$ cat src/rtl/fir_i2s_tx.sv
// fir_i2s_tx: takes filtered 16-bit mono samples from the FIR stage, buffers
// them in a small first-word-fall-through FIFO and sends each one on both
// channels of a Philips I2S master link to the audio DAC. BCLK and LRCLK are
// divided down from clk, so everything runs in the FIR clock domain.
//
// Ports:
//   clk         system clock, shared with the FIR stage
//   reset       asynchronous, active-high reset
//   sample_in   16-bit signed sample from the FIR source
//   valid_in    sample_in qualifier, one clk per sample, no backpressure
//   i2s_bclk    bit clock, 50% duty, BCLK_DIV clk per period
//   i2s_lrclk   word select, 0 = left, 1 = right
//   i2s_sdata   serial data, MSB first, changes with the BCLK falling edge
//   fifo_level  current FIFO occupancy
//   overflow    sticky flag, set when a valid_in sample is dropped
//   underflow   one-clk pulse when a frame load finds the FIFO empty
//
// Build option: define FIR_I2S_HOLD_LAST_EN to resend the last popped sample
// on underflow instead of silence.

module fir_i2s_tx #(
  parameter int BCLK_DIV   = 8,
  parameter int FIFO_DEPTH = 16
) (
  input  logic                          clk,
  input  logic                          reset,
  input  logic [15:0]                   sample_in,
  input  logic                          valid_in,
  output logic                          i2s_bclk,
  output logic                          i2s_lrclk,
  output logic                          i2s_sdata,
  output logic [$clog2(FIFO_DEPTH):0]   fifo_level,
  output logic                          overflow,
  output logic                          underflow
);

  localparam int AW   = $clog2(FIFO_DEPTH);
  localparam int LW   = AW + 1;
  localparam int DW   = $clog2(BCLK_DIV);
  localparam int HALF = BCLK_DIV / 2;

  logic [DW-1:0] div_cnt_q, div_cnt_d;
  logic [4:0]    slot_q, slot_d;
  logic          bclk_q, bclk_d;
  logic          lrclk_q, lrclk_d;
  logic [31:0]   shift_q, shift_d;
  logic          overflow_q, overflow_d;
  logic          underflow_q, underflow_d;
  logic [AW-1:0] wr_ptr_q, wr_ptr_d;
  logic [AW-1:0] rd_ptr_q, rd_ptr_d;
  logic [LW-1:0] level_q, level_d;
  logic [15:0]   mem_q [FIFO_DEPTH];
  logic [15:0]   mem_d [FIFO_DEPTH];

  logic          fe;
  logic          load;
  logic          empty;
  logic          full;
  logic          push;
  logic          pop;
  logic [15:0]   head;
  logic [31:0]   uf_word;

`ifdef FIR_I2S_HOLD_LAST_EN
  logic [15:0] last_sample_q, last_sample_d;

  always_comb begin
    last_sample_d = pop ? head : last_sample_q;
    uf_word       = {last_sample_q, last_sample_q};
  end

  always_ff @(posedge clk or posedge reset) begin
    if (reset) last_sample_q <= '0;
    else       last_sample_q <= last_sample_d;
  end
`else
  assign uf_word = 32'h0;
`endif

  always_comb begin
    // fe marks the clk on which BCLK falls; all slot/data updates land with it
    fe        = (div_cnt_q == DW'(BCLK_DIV - 1));
    div_cnt_d = fe ? '0 : div_cnt_q + 1'b1;
    // Derived from the next count so BCLK falls on the same edge sdata moves
    bclk_d    = (div_cnt_d >= DW'(HALF));
    slot_d    = fe ? slot_q + 5'd1 : slot_q;
    lrclk_d   = slot_d[4];

    load  = fe && (slot_q == 5'd0);
    empty = (level_q == '0);
    full  = (level_q == LW'(FIFO_DEPTH));
    head  = mem_q[rd_ptr_q];
    pop   = load && !empty;
    // A full FIFO still accepts a sample when the same clk pops one
    push  = valid_in && (!full || pop);

    shift_d = shift_q;
    if (load)    shift_d = empty ? uf_word : {head, head};
    else if (fe) shift_d = {shift_q[30:0], 1'b0};

    underflow_d = load && empty;
    overflow_d  = overflow_q | (valid_in & ~push);

    wr_ptr_d = push ? wr_ptr_q + 1'b1 : wr_ptr_q;
    rd_ptr_d = pop  ? rd_ptr_q + 1'b1 : rd_ptr_q;
    level_d  = level_q + LW'(push) - LW'(pop);

    mem_d = mem_q;
    if (push) mem_d[wr_ptr_q] = sample_in;
  end

  always_ff @(posedge clk or posedge reset) begin
    if (reset) begin
      div_cnt_q   <= '0;
      slot_q      <= '0;
      bclk_q      <= 1'b0;
      lrclk_q     <= 1'b0;
      shift_q     <= '0;
      overflow_q  <= 1'b0;
      underflow_q <= 1'b0;
      wr_ptr_q    <= '0;
      rd_ptr_q    <= '0;
      level_q     <= '0;
      mem_q       <= '{default: '0};
    end else begin
      div_cnt_q   <= div_cnt_d;
      slot_q      <= slot_d;
      bclk_q      <= bclk_d;
      lrclk_q     <= lrclk_d;
      shift_q     <= shift_d;
      overflow_q  <= overflow_d;
      underflow_q <= underflow_d;
      wr_ptr_q    <= wr_ptr_d;
      rd_ptr_q    <= rd_ptr_d;
      level_q     <= level_d;
      mem_q       <= mem_d;
    end
  end

  assign i2s_bclk   = bclk_q;
  assign i2s_lrclk  = lrclk_q;
  assign i2s_sdata  = shift_q[31];
  assign fifo_level = level_q;
  assign overflow   = overflow_q;
  assign underflow  = underflow_q;

endmodule

$ cat config.mk
export PLATFORM = sky130hd
export DESIGN_NAME = fir_i2s_tx
export DESIGN_NICKNAME = d
export VERILOG_FILES = /design/src/rtl/fir_i2s_tx.sv
export SDC_FILE = /design/constraint.sdc
export NUM_CORES = 1
export LEC_CHECK = 0
export CORE_ASPECT_RATIO = 1.5
export CORE_MARGIN = 1
export CORE_UTILIZATION = 56
export CTS_CLUSTER_DIAMETER = 120
export DETAILED_ROUTE_END_ITERATION = 7
export PLACE_DENSITY = 0.81
export SYNTH_ARGS = -nofsm -noshare
export SYNTH_HDL_FRONTEND = slang
export SYNTH_SLANG_ARGS = --single-unit
$ cat constraint.sdc
create_clock -name clk -period 11.4 [get_ports clk]
set_input_delay 2.28 -clock clk [delete_from_list [all_inputs] [get_ports clk]]
set_output_delay 2.28 -clock clk [all_outputs]
set_load 0.01 [all_outputs]
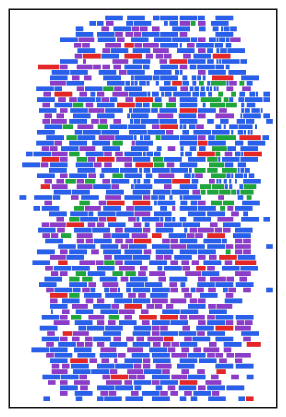
Run 1: drive-strength map
Drawn at 2 px/micron.
- drive 6 and up: red (cells 46; most used clkbuf_16)
- drive 2: purple (cells 324; most used mux2_2)
- drive 3 to 4: green (cells 61; most used mux2_4)
- drive 1 or less: blue (cells 518; most used dfrtp_1)
P&R area growth vs syn: 11.1%
worst path setup slack after routing: 6.74 ns
layout buffer count excluding clock buffers: 42

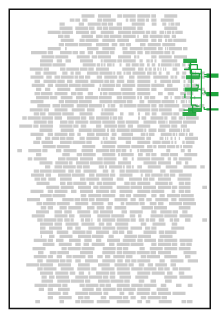
Run 1: port wiring
Drawn at 1.5 px/micron.
- fifo_level: green (direction output; edge east; end cells 5; wire 155 microns)
tally of buffers added on design ports: 28
I/O pin total: 29

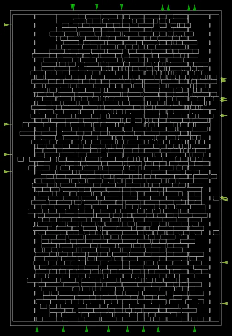
Run 1: cell outlines without signal wires
Seq/total area: 0.487
final core utilization: 0.637
tap cells: 328
fill cell instance count of the final layout: 1,763

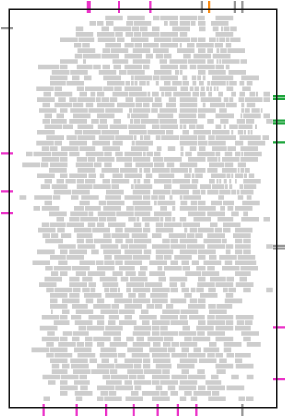
Run 1: pin map
Drawn at 2 px/micron. Pins as bars across the die edge, other pins in gray.
- sample_in: magenta (pins 16; direction input; edge 7 south, 4 north, 3 west, 2 east)
- fifo_level: green (pins 5; direction output; edge east)
- i2s_sdata: orange (pins 1; direction output; edge north)
DIE HEIGHT: 198 microns
width of the die: 133 microns

-- run 1: sequential cells by signal, indices dropped and copies added (netlist names) --
name        flops
div_cnt_q       2
overflow        1
wr_ptr_q        4
mem_q         256
underflow       1
i2s_lrclk       1
slot_q          4
rd_ptr_q        4
i2s_bclk        1
fifo_level      5
shift_q        32
-- run 1: power groups by stage --
stage	logic (mW)	registers (mW)	clock network, mW
2_1_floorplan	0.968	1.79	0
3_3_place_gp	1.10	1.88	0
3_5_place_dp	1.14	1.91	0
4_1_cts	1.16	1.89	1.05
5_1_grt	1.24	1.96	1.09
6_report	1.14	1.89	1.03
==> out/qor.log, run 1 <==
qor: die.placementRows 71
qor: global_routing.pin_count_of_the_biggest_net_entering_global_routing 169
qor: final_timing.finalHoldViolations 0
qor: worst_setup_path.critical_path.endpoint mem_q[229]$_DFFE_PP0P_
qor: logic_synthesis.topCombFamilyByArea multiplexers
qor: final_timing.fin_tns_setup 0 ns
qor: logic_synthesis.synth.area.top_cells sky130_fd_sc_hd__dfrtp_1 54%, sky130_fd_sc_hd__mux2_2 20%, sky130_fd_sc_hd__mux4_2 9.4%
qor: logic_synthesis.post_synth_fa_ha_maj_area_fraction 0.0144
qor: worst_setup_path.worst-endpoint-required 11.83 ns
qor: logic_synthesis.netlist_area 14,400 sq um
qor: routing.ant_nets 0
qor: logic_synthesis.synth_area_per_cell 15.5 sq um
qor: status.run_status finished clean
qor: worst_setup_path.type_of_the_worst_setup_path in2reg
qor: worst_hold_path.min_delay_path_class reg2reg
qor: cts.cts_inserted_buffers 28
qor: power.p_seq_frac 0.466
qor: layout.lay_top_cells 308 x sky130_fd_sc_hd__dfrtp_1, 251 x sky130_fd_sc_hd__mux2_2, 60 x sky130_fd_sc_hd__mux4_2
qor: worst_setup_path.cp_slowest_stage_delay 0.83 ns
qor: die.floorplan.die_area 26,400 sq um
qor: logic_synthesis.ys_seq_frac 0.540
qor: routing.routed_wirelength 29,600 microns
qor: worst_setup_path.cp_endpoint_kind register
qor: power.vdd_ir_drop_max 0.000152 V
qor: placed_design.post-dp-hpwl 17,100 microns
qor: routing.drt-wirelength-per-cell 23.2 microns
qor: cts.cts.reportedPaths.clkPinSlew 0.06 ns
qor: logic_synthesis.count_of_flip_flops_with_a_built_in_enable_after_synthesis 0
qor: worst_setup_path.cpMaxStageDelayCell sky130_fd_sc_hd__nor3_4
qor: global_routing.first_pass_grt_wire_length 48,600 microns
qor: final_timing.rsz0062_at_grt no
qor: placed_design.preCtsSetupSlack 6.15 ns
qor: worst_hold_path.min_delay_path_depth 1
qor: logic_synthesis.synth-seq-cells 311
qor: placed_design.detailed_place.area 15,000 sq um
qor: layout.final-nonclk-buf-share 0.0249
qor: layout.insertedDiodeCount 0
qor: logic_synthesis.synthDistinctLibCells 41
qor: worst_setup_path.rr_startpoint div_cnt_q[0]$_DFF_PP0_
qor: routing.routed_via_density 6.15
qor: logic_synthesis.ys_dominant_reg_cell sky130_fd_sc_hd__dfrtp_1
qor: routing.top_layer met4
qor: worst_setup_path.timing.critical_path.from_type input pin
qor: worst_setup_path.critPathTopFamily simple AND/OR/NAND/NOR gates
qor: job.warning_count 35
qor: worst_hold_path.hold_end div_cnt_q[0]$_DFF_PP0_
qor: cts.clock_tree.buffer_depth 3
qor: worst_setup_path.path_buffers 1
qor: logic_synthesis.ys_cells 928
qor: final_timing.timing.final.crit_share 0.409
qor: worst_setup_path.timing.critical_path.cells clkdlybuf4s50_1 -> nor2b_1 -> nand2_1 -> nor3_4 -> mux2_2
qor: die.core_area 25,100 sq um
qor: global_routing.first_global_vias 8,612
qor: layout.final_layout_size_suffix_gt1_frac 0.454
qor: cts.htree_levels 1
qor: logic_synthesis.synthesis.instances 928
qor: layout.area.sequential 7790 sq um
qor: final_timing.finalMaxSlewViolations 0
qor: global_routing.global_route.usage.met3 0.0326
qor: power.p_clk_frac 0.254
qor: worst_setup_path.r2r_setup_slack 7.33 ns
qor: global_routing.grt_use_met2 0.402
qor: logic_synthesis.warnings_synthesis 0
## Run 2: what changed since run 1
--- a/config.mk
+++ b/config.mk
@@ -7,10 +7,10 @@
 export LEC_CHECK = 0
 export CORE_ASPECT_RATIO = 1.5
 export CORE_MARGIN = 1
-export CORE_UTILIZATION = 56
+export CORE_UTILIZATION = 60
 export CTS_CLUSTER_DIAMETER = 120
 export DETAILED_ROUTE_END_ITERATION = 7
-export PLACE_DENSITY = 0.81
+export PLACE_DENSITY = 0.82
 export SYNTH_ARGS = -nofsm -noshare
 export SYNTH_HDL_FRONTEND = slang
 export SYNTH_SLANG_ARGS = --single-unit
==> constraint.sdc (replaced) <==
create_clock -name clk -period 4.4 [get_ports clk]
set_input_delay 0.88 -clock clk [delete_from_list [all_inputs] [get_ports clk]]
set_output_delay 0.88 -clock clk [all_outputs]
set_load 0.01 [all_outputs]
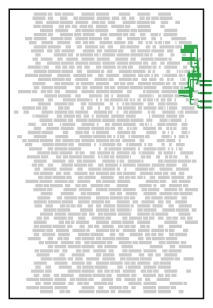
Run 2: port wiring
Drawn at 1.5 px/micron.
- fifo_level: green (direction output; edge east; end cells 5; wire 168 microns)

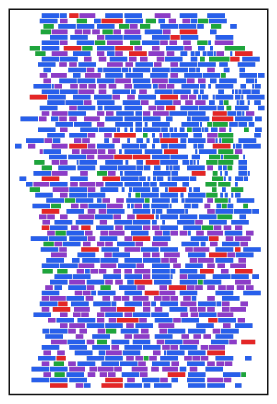
Run 2: drive-strength map
Drawn at 2 px/micron.
- drive 1 or less: blue (cells 522; most used dfrtp_1)
- drive 3 to 4: green (cells 66; most used mux2_4)
- drive 6 and up: red (cells 52; most used clkbuf_16)
- drive 2: purple (cells 322; most used mux2_2)
P&R area growth vs syn: 12.2%
worst path setup slack after routing: 0.826 ns
layout buffer count excluding clock buffers: 52

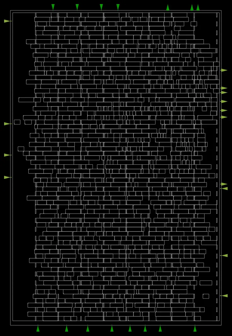
Run 2: cell outlines without signal wires
tap cells: 319
number of non-filler instances in the completed layout: 1,281

==> run 2 against run 1 <==
  * Die area fell by 6.6%
  * Synthesized cell count did not move
  * Core utilization rose by 4.7 points
  * Worst setup slack got worse by 5.9 ns
  * Clock skew rose by 0.0040 ns
  * Via count rose by 0.31%
  * Clock power rose to 2.7 times the previous value
  * Sequential share of layout area fell by 0.49 points
  * Final area rose by 1.0%
  * Routed wire length rose by 4.1%
==> out/qor.log, run 2 <==
qor: status.run_status finished clean [unchanged]
qor: worst_setup_path.cpMaxStageDelayCell sky130_fd_sc_hd__nor4_4 [was sky130_fd_sc_hd__nor3_4]
qor: final_timing.period_needed 3.57 ns
qor: layout.biggest_register mem_q [unchanged]
qor: power.fin_total_pwr 10.7 mW [was 4.06 mW]
qor: layout.layout_net_count 975 [was 964]
qor: logic_synthesis.syn-num-nets 963 [unchanged]
qor: layout.lay_top_cells 308 x sky130_fd_sc_hd__dfrtp_1, 251 x sky130_fd_sc_hd__mux2_2, 60 x sky130_fd_sc_hd__mux4_2 [unchanged]
qor: placed_design.detailed_place.area 15,100 sq um [was 15,000 sq um]
qor: die.core_area 23,700 sq um [was 25,100 sq um]
qor: routing.top_layer met4 [unchanged]
qor: global_routing.first_global_vias 8,539 [was 8,612]
qor: final_timing.rsz0062_at_grt no [unchanged]
qor: power.cellPowerDensity 659 nW/um^2 [was 254 nW/um^2]
qor: cts.clock_tree_from_tritoncts yes [unchanged]
qor: final_timing.worst_slew_pin_slew 1.11 ns [was 1.26 ns]
qor: worst_setup_path.cp_endpoint_kind register [unchanged]
qor: routing.route.detailed.drc 0 [unchanged]
qor: logic_synthesis.ys_dominant_reg_cell sky130_fd_sc_hd__dfrtp_1 [unchanged]
qor: placed_design.gp_congestion 0.743 [was 0.744]
qor: worst_setup_path.critical_path.endpoint mem_q[255]$_DFFE_PP0P_ [was mem_q[229]$_DFFE_PP0P_]
qor: worst_hold_path.hold_end div_cnt_q[0]$_DFF_PP0_ [unchanged]
qor: die.die_w 129 microns [was 133 microns]
qor: global_routing.first_pass_grt_wire_length 49,000 microns [was 48,600 microns]
qor: final_timing.worst_skew 0.0202 ns [was 0.0163 ns]
qor: worst_setup_path.rr_startpoint div_cnt_q[0]$_DFF_PP0_ [unchanged]
qor: logic_synthesis.post_synth_fa_ha_maj_area_fraction 0.0144 [unchanged]
qor: layout.area.sequential 7790 sq um [unchanged]
qor: global_routing.grt_use_met2 0.460 [was 0.402]
qor: logic_synthesis.ys_seq_frac 0.540 [unchanged]
qor: logic_synthesis.synth-compound-area-share 0.0247 [unchanged]
qor: final_timing.finalHoldViolations 0 [unchanged]
qor: routing.initialDrtViolationCount 463 [was 457]
qor: worst_setup_path.cp.arrival 3.99 ns [was 5.09 ns]
qor: logic_synthesis.synth.area.top_cells sky130_fd_sc_hd__dfrtp_1 54%, sky130_fd_sc_hd__mux2_2 20%, sky130_fd_sc_hd__mux4_2 9.4% [unchanged]
qor: placed_design.preCtsSetupSlack 0.909 ns [was 6.15 ns]
qor: routing.vias_after_detailed_routing 7,876 [was 7,852]
qor: final_timing.max_slew_margin_vs_limit 0.257 [was 0.158]
qor: layout.final_layout_size_suffix_gt1_frac 0.457 [was 0.454]
qor: worst_setup_path.reg2regPathDepth 8 [was 15]
qor: cts.cts_inserted_buffers 29 [was 28]
qor: global_routing.pin_count_of_the_biggest_net_entering_global_routing 87 [was 169]
qor: worst_setup_path.timing.critical_path.from_type register [was input pin]
qor: worst_setup_path.critPathMaxFanout 41 [was 16]
qor: worst_setup_path.most_numerous_cell_on_the_critical_path sky130_fd_sc_hd__buf_4
qor: cts.htree_levels 1 [unchanged]
qor: job.warning_count 32 [was 35]
qor: logic_synthesis.synth_simple_gate_area_share 0.0318 [unchanged]
qor: placed_design.numPlacedInstances 1,228 [was 1,227]
qor: logic_synthesis.synthMuxAreaShare 0.354 [unchanged]
qor: power.vdd_ir_drop_max 0.000356 V [was 0.000152 V]
qor: cts.cts.reportedPaths.clkPinSlew 0.07 ns [was 0.06 ns]
qor: routing.routed_wirelength 30,800 microns [was 29,600 microns]
qor: logic_synthesis.synthDistinctLibCells 41 [unchanged]
qor: die.floorplan.die_area 24,700 sq um [was 26,400 sq um]
qor: logic_synthesis.netlist.top_cell.by_instances sky130_fd_sc_hd__dfrtp_1 [unchanged]
qor: logic_synthesis.synth_chip_area 14,400 sq um [unchanged]
qor: global_routing.global_route.usage.met3 0.0292 [was 0.0326]
qor: worst_setup_path.cp_slowest_stage_delay 0.83 ns [about the same]
qor: worst_hold_path.min_delay_path_class reg2reg [unchanged]
qor: worst_setup_path.timing.critical_path.cells ha_1 -> ha_2 -> buf_4 -> nor4b_2 -> a21boi_2 -> nor4_4 -> buf_4 -> mux2_2 [was clkdlybuf4s50_1 -> nor2b_1 -> nand2_1 -> nor3_4 -> mux2_2]
qor: logic_synthesis.topCombFamilyByArea multiplexers [unchanged]
qor: final_timing.setup-violations-final 0 [unchanged]
qor: cts.clock_tree.buffer_depth 3 [unchanged]
qor: placed_design.post-dp-hpwl 18,500 microns [was 17,100 microns]
qor: final_timing.finalMaxSlewViolations 0 [unchanged]
qor: logic_synthesis.ys_cells 928 [unchanged]
qor: final_timing.fin_tns_setup 0 ns [unchanged]
qor: routing.ant_nets 0 [unchanged]
qor: layout.final_common_cell sky130_fd_sc_hd__dfrtp_1 [unchanged]
qor: layout.fin_util 0.684 [was 0.637]
qor: worst_setup_path.r2r_setup_slack 0.83 ns [was 7.33 ns]
qor: layout.post_layout_inst_area 16,200 sq um [was 16,000 sq um]
qor: worst_setup_path.cp-startpoint div_cnt_q[0]$_DFF_PP0_ [was valid_in]
qor: layout.insertedDiodeCount 0 [unchanged]
qor: worst_setup_path.type_of_the_worst_setup_path reg2reg [was in2reg]
qor: die.ios 29 [unchanged]
qor: cts.cts-root-buf sky130_fd_sc_hd__clkbuf_16 [unchanged]
qor: logic_synthesis.netlist_area 14,400 sq um [unchanged]
qor: worst_setup_path.timing.rr.end mem_q[255]$_DFFE_PP0P_ [was fifo_level[4]$_DFF_PP0_]
qor: cts.clock.latency.late_pin 0.55 ns [was 0.56 ns]
qor: logic_synthesis.synthesis.instances 928 [unchanged]
qor: final_timing.timing.final.crit_share 0.812
qor: routing.routed_via_density 6.15 [about the same]
qor: global_routing.gr-max-usage-layer met2 [unchanged]
qor: logic_synthesis.yosys.area.top_type sky130_fd_sc_hd__dfrtp_1 [unchanged]
qor: logic_synthesis.count_of_flip_flops_with_a_built_in_enable_after_synthesis 0 [unchanged]
qor: die.placementRows 69 [was 71]
qor: logic_synthesis.synth_area_per_cell 15.5 sq um [unchanged]
qor: placed_design.buffer_ports.inserted 28 [unchanged]
qor: logic_synthesis.synth-seq-cells 311 [unchanged]
qor: die.chipHeight 192 microns [was 198 microns]
qor: cts.ctsResizeCount 0 [unchanged]
qor: routing.drt-wirelength-per-cell 24.1 microns [was 23.2 microns]
qor: routing.first_pass_iters 4 [unchanged]
qor: layout.largest_reg_flops 256 [unchanged]
qor: layout.mi_logic_area 6320 sq um [unchanged]
qor: power.power.leakage 6.94 nW [was 6.87 nW]
qor: logic_synthesis.warnings_synthesis 0 [unchanged]
qor: layout.fill_cell_instance_count_of_the_final_layout 1,614 [was 1,763]
qor: cts.post-cts-setup-buffer-count 0 [unchanged]
qor: worst_setup_path.worst-endpoint-required 4.82 ns [was 11.83 ns]
qor: job.cap_viol_max_count 0 [unchanged]
qor: worst_hold_path.min_delay_path_depth 1 [unchanged]
qor: routing.met2_wirelength 16,100 microns [was 14,900 microns]
qor: logic_synthesis.synth_top_area_share 0.540 [unchanged]
## run 2: cell counts after synthesis
Identical to the previous run, type by type.
## run 2: report_power, final
group          internal, mW  switching (mW)
logic                  1.95            1.12
registers              4.16           0.710
clock network          1.66            1.07
## run 2: worst max-delay path: cells and delay by family, from the launching register on
family	cells	cell delay, ns
adders and majority gates	2	0.34
muxes	1	0.36
DFF	1	0.35
AOI/OAI and AO/OA	1	0.33
buffers and inverters	2	0.82
and+or+nand+nor	2	1.23
## run 2: layout make-up
class                           instances  area share
Sequential cell                       311       0.482
Clock buffer                           44      0.0539
Clock inverter                          9      0.0111
Tap cell                              319      0.0247
Multi-Input combinational cell        531       0.391
Timing Repair Buffer                   52      0.0339
Inverter                               15     0.00371
## Run 3: what changed since run 2
--- a/config.mk
+++ b/config.mk
@@ -7,10 +7,10 @@
 export LEC_CHECK = 0
 export CORE_ASPECT_RATIO = 1.5
 export CORE_MARGIN = 1
-export CORE_UTILIZATION = 60
+export CORE_UTILIZATION = 56
 export CTS_CLUSTER_DIAMETER = 120
 export DETAILED_ROUTE_END_ITERATION = 7
-export PLACE_DENSITY = 0.82
+export PLACE_DENSITY = 0.81
 export SYNTH_ARGS = -nofsm -noshare
 export SYNTH_HDL_FRONTEND = slang
 export SYNTH_SLANG_ARGS = --single-unit
==> constraint.sdc (replaced) <==
create_clock -name clk -period 3.1 [get_ports clk]
set_input_delay 0.62 -clock clk [delete_from_list [all_inputs] [get_ports clk]]
set_output_delay 0.62 -clock clk [all_outputs]
set_load 0.01 [all_outputs]
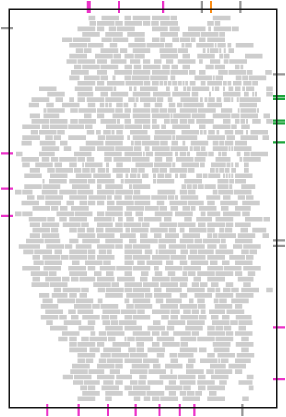
Run 3: pin map
Drawn at 2 px/micron. Pins as bars across the die edge, other pins in gray.
- i2s_sdata: orange (pins 1; direction output; edge north)
- sample_in: magenta (pins 16; direction input; edge 7 south, 4 north, 3 west, 2 east)
- fifo_level: green (pins 5; direction output; edge east)
- all pins by edge: 10 east, 8 south, 7 north, 4 west

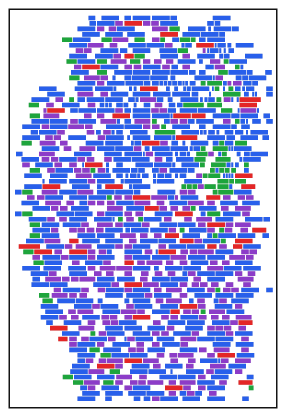
Run 3: drive-strength map
Drawn at 2 px/micron.
- drive 6 and up: red (cells 48; most used clkbuf_16)
- drive 2: purple (cells 324; most used mux2_2)
- drive 3 to 4: green (cells 90; most used buf_4)
- drive 1 or less: blue (cells 521; most used dfrtp_1)
worst path setup slack after routing: 0.175 ns
Post-Layout Inst Area: 16,300 sq um

==> run 3 against run 2 <==
  * Clock-buffer cell count is the same
  * Hold slack got worse by 0.0091 ns
  * Register-to-register slack got worse by 0.65 ns
  * Non-clock buffer count rose by 22
  * Power rose by 40%
  * Via count is 1.3% higher
  * Final area up 0.87%
  * Critical path depth increased by 5
  * Routed wire length up 0.13%
  * Cell count increased by 2.3%
  * Critical path type unchanged
  * Highest routed layer unchanged
==> out/qor.log, run 3 <==
qor: routing.ant_nets 0 [unchanged]
qor: logic_synthesis.synth_top_area_share 0.540 [unchanged]
qor: die.die_w 133 microns [was 129 microns]
qor: global_routing.grt_use_total 0.250 [was 0.266]
qor: power.p_seq_frac 0.465 [was 0.457]
qor: final_timing.timing.final.crit_share 0.943 [was 0.812]
qor: layout.buffers_excl_clock 74 [was 52]
qor: final_timing.fmax 0.342 GHz [was 0.280 GHz]
qor: global_routing.pin_count_of_the_biggest_net_entering_global_routing 74 [was 87]
qor: cts.cts_inserted_buffers 29 [unchanged]
qor: worst_hold_path.min_delay_path_depth 1 [unchanged]
qor: final_timing.worst_slew_pin_slew 0.980 ns [was 1.11 ns]
qor: routing.drt-wirelength-per-cell 23.5 microns [was 24.1 microns]
qor: layout.final_layout_size_suffix_gt1_frac 0.470 [was 0.457]
qor: job.cap_viol_max_count 0 [unchanged]
qor: worst_setup_path.worst-endpoint-required 3.58 ns [was 4.82 ns]
qor: placed_design.detailed_place.area 15,300 sq um [was 15,100 sq um]
qor: placed_design.buffer_ports.inserted 28 [unchanged]
qor: worst_setup_path.timing.rr.end fifo_level[4]$_DFF_PP0_ [was mem_q[255]$_DFFE_PP0P_]
qor: placed_design.post-dp-hpwl 19,600 microns [was 18,500 microns]
qor: final_timing.fin_tns_setup 0 ns [unchanged]
qor: worst_setup_path.rr_startpoint div_cnt_q[0]$_DFF_PP0_ [unchanged]
qor: worst_setup_path.cpMaxStageDelayCell sky130_fd_sc_hd__or4b_4 [was sky130_fd_sc_hd__nor4_4]
qor: power.p_clk_frac 0.243 [was 0.256]
qor: worst_setup_path.type_of_the_worst_setup_path reg2reg [unchanged]
qor: layout.biggest_register mem_q [unchanged]
qor: logic_synthesis.netlist_area 14,400 sq um [unchanged]
qor: die.chipHeight 198 microns [was 192 microns]
qor: final_timing.finalHoldViolations 0 [unchanged]
qor: routing.initialDrtViolationCount 423 [was 463]
qor: cts.htree_levels 1 [unchanged]
qor: final_timing.max_slew_margin_vs_limit 0.347 [was 0.257]
qor: cts.post-cts-setup-buffer-count 0 [unchanged]
qor: global_routing.gr-total-overflow 0 [unchanged]
qor: status.run_status finished clean [unchanged]
qor: logic_synthesis.warnings_synthesis 0 [unchanged]
qor: final_timing.finalMaxSlewViolations 0 [unchanged]
qor: global_routing.first_pass_grt_wire_length 49,900 microns [was 49,000 microns]
qor: cts.cts-root-buf sky130_fd_sc_hd__clkbuf_16 [unchanged]
qor: worst_setup_path.r2r_setup_slack 0.18 ns [was 0.83 ns]
qor: power.switching_share_of_total_power 0.275 [was 0.271]
qor: worst_hold_path.min_delay_path_class reg2reg [unchanged]
qor: routing.routed_via_density 6.09 [was 6.15]
qor: logic_synthesis.count_of_flip_flops_with_a_built_in_enable_after_synthesis 0 [unchanged]
qor: worst_hold_path.hold_end div_cnt_q[0]$_DFF_PP0_ [unchanged]
qor: logic_synthesis.synth_area_per_cell 15.5 sq um [unchanged]
qor: worst_setup_path.critPathMaxFanout 5 [was 41]
qor: cts.ctsResizeCount 0 [unchanged]
qor: worst_hold_path.launch_point_of_the_worst_hold_path div_cnt_q[0]$_DFF_PP0_ [unchanged]
qor: layout.combAreaFraction 0.389 [was 0.391]
qor: placed_design.gp_congestion 0.774 [was 0.743]
qor: power.fin_total_pwr 15.0 mW [was 10.7 mW]
qor: routing.routed_wirelength 30,900 microns [was 30,800 microns]
qor: die.nWellTaps 328 [was 319]
qor: die.ios 29 [unchanged]
qor: power.cell_internal_pwr 10.8 mW [was 7.77 mW]
qor: worst_setup_path.cp_endpoint_kind register [unchanged]
qor: logic_synthesis.ys_dominant_reg_cell sky130_fd_sc_hd__dfrtp_1 [unchanged]
qor: routing.vias_after_detailed_routing 7,981 [was 7,876]
qor: routing.route.detailed.drc 0 [unchanged]
qor: worst_setup_path.path_buffers 3 [was 2]
qor: logic_synthesis.netlist.top_cell.by_instances sky130_fd_sc_hd__dfrtp_1 [unchanged]
qor: logic_synthesis.top_cells_by_count 311 x sky130_fd_sc_hd__dfrtp_1, 251 x sky130_fd_sc_hd__mux2_2, 60 x sky130_fd_sc_hd__mux4_2 [unchanged]
qor: routing.first_pass_iters 4 [unchanged]
qor: global_routing.first_global_vias 8,831 [was 8,539]
qor: global_routing.antenna_found_initial 0 [unchanged]
qor: cts.cts-hold-fix-buffers 0 [unchanged]
qor: logic_synthesis.synthesis.instances 928 [unchanged]
qor: layout.final-nonclk-buf-share 0.0453 [was 0.0339]
qor: logic_synthesis.synthDistinctLibCells 41 [unchanged]
qor: power.combPwrFrac 0.292 [was 0.288]
qor: power.cellPowerDensity 917 nW/um^2 [was 659 nW/um^2]
qor: final_timing.worst_skew 0.0101 ns [was 0.0202 ns]
qor: die.floorplan.die_area 26,400 sq um [was 24,700 sq um]
qor: layout.lay_top_cells 309 x sky130_fd_sc_hd__dfrtp_1, 251 x sky130_fd_sc_hd__mux2_2, 60 x sky130_fd_sc_hd__mux4_2 [was 308 x sky130_fd_sc_hd__dfrtp_1, 251 x sky130_fd_sc_hd__mux2_2, 60 x sky130_fd_sc_hd__mux4_2]
qor: cts.clock_tree.buffer_depth 3 [unchanged]
qor: final_timing.period_needed 2.92 ns [was 3.57 ns]
qor: final_timing.rsz0062_at_grt no [unchanged]
qor: worst_setup_path.most_numerous_cell_on_the_critical_path sky130_fd_sc_hd__inv_1 [was sky130_fd_sc_hd__buf_4]
qor: layout.area.sequential 7790 sq um [about the same]
qor: layout.largest_cell_class sequential cells [unchanged]
qor: layout.mi_logic_area 6340 sq um [was 6320 sq um]
qor: logic_synthesis.synth.area.top_cells sky130_fd_sc_hd__dfrtp_1 54%, sky130_fd_sc_hd__mux2_2 20%, sky130_fd_sc_hd__mux4_2 9.4% [unchanged]
qor: layout.clock_cell_area_share 0.0596 [was 0.0651]
qor: cts.clock_sink_count 311 [unchanged]
qor: logic_synthesis.synth_chip_area 14,400 sq um [unchanged]
qor: worst_setup_path.reg2regPathDepth 13 [was 8]
qor: placed_design.preCtsSetupSlack 0.246 ns [was 0.909 ns]
qor: layout.area_growth_syn_to_layout 13.2% [was 12.2%]
qor: cts.cts.reportedPaths.clkPinSlew 0.06 ns [was 0.07 ns]
qor: logic_synthesis.postSynth.asyncResetShare 1.00 [unchanged]
qor: job.warning_count 32 [unchanged]
qor: worst_setup_path.critPathTopFamily adder cells [was simple AND/OR/NAND/NOR gates]
qor: logic_synthesis.yosys.area.top_type sky130_fd_sc_hd__dfrtp_1 [unchanged]
qor: worst_setup_path.cp-startpoint div_cnt_q[0]$_DFF_PP0_ [unchanged]
qor: cts.clock_tree_from_tritoncts yes [unchanged]
qor: layout.num-multi-input-gates 531 [unchanged]
qor: power.switchingPower 4.12 mW [was 2.89 mW]
qor: final_timing.hold-worst-slack 0.424 ns [was 0.433 ns]
qor: worst_setup_path.cp_slowest_stage_delay 0.54 ns [was 0.83 ns]
qor: logic_synthesis.syn-num-nets 963 [unchanged]
qor: logic_synthesis.synth-seq-cells 311 [unchanged]
qor: layout.seq_total_area 0.478 [was 0.482]
qor: layout.layout_net_count 997 [was 975]
qor: placed_design.numPlacedInstances 1,259 [was 1,228]
qor: logic_synthesis.ys_cells 928 [unchanged]
qor: die.initial_utilization 0.573 [was 0.609]
qor: worst_setup_path.timing.critical_path.from_type register [unchanged]
qor: layout.clkbuf_count 44 [unchanged]
qor: cts.clock.latency.late_pin 0.55 ns [about the same]
qor: layout.largest_reg_flops 256 [unchanged]
qor: layout.insertedDiodeCount 0 [unchanged]
qor: layout.final_common_cell sky130_fd_sc_hd__dfrtp_1 [unchanged]
qor: power.vdd_ir_drop_max 0.000498 V [was 0.000356 V]
qor: layout.non_clock_inverter_count 15 [unchanged]
qor: power.power.leakage 7.01 nW [was 6.94 nW]
qor: logic_synthesis.ys_seq_frac 0.540 [unchanged]
qor: final_timing.setup-violations-final 0 [unchanged]
qor: worst_setup_path.timing.critical_path.cells ha_1 -> ha_2 -> or4b_4 -> nor3_2 -> ha_4 -> inv_1 -> ha_1 -> inv_1 -> fa_2 -> inv_1 -> a21oi_1 -> o21bai_1 -> xnor2_1 [was ha_1 -> ha_2 -> buf_4 -> nor4b_2 -> a21boi_2 -> nor4_4 -> buf_4 -> mux2_2]
qor: worst_setup_path.critical_path.endpoint fifo_level[4]$_DFF_PP0_ [was mem_q[255]$_DFFE_PP0P_]
qor: worst_setup_path.critical_path_cell_count 13 [was 8]
qor: worst_setup_path.cp.arrival 3.40 ns [was 3.99 ns]
qor: layout.final_cells 1,311 [was 1,281]
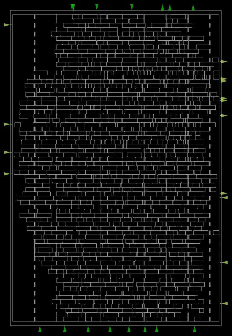
Run 3: cell outlines without signal wires
Core Rows: 71
final core utilization: 0.649
flip-flops: 311
fill cell instance count of the final layout: 1,730
Core Box Area: 25,100 sq um

[run 3: kinds of logic after synthesis]
logic type	after synthesis	share of synthesized area
adder cells (fa/ha/maj)	16	0.0144
AND-OR/OR-AND	58	0.0247
AND/OR/NAND/NOR	56	0.0318
flip-flops	311	0.540
multiplexers	387	0.354
buffers and inverters	86	0.0269
XOR/XNOR	14	0.00851
[run 3: per-layer routing]
layer  routed length (microns)  track usage
met4                      1270        0.108
met3                      1040       0.0270
met2                     16200        0.448
met5                         0            0
met1                     12300        0.305
[run 3: power groups by stage]
stage | combinational (mW) | clock [mW] | sequential (mW)
after floorplan | 3.56 | 0 | 6.60
after global placement | 4.21 | 0 | 6.89
after detailed placement | 4.38 | 0 | 7.02
after CTS | 4.42 | 3.71 | 6.96
after global routing | 4.71 | 3.86 | 7.19
final | 4.37 | 3.64 | 6.96
Power figures rest on the tool's default switching activity, not on a simulated workload.
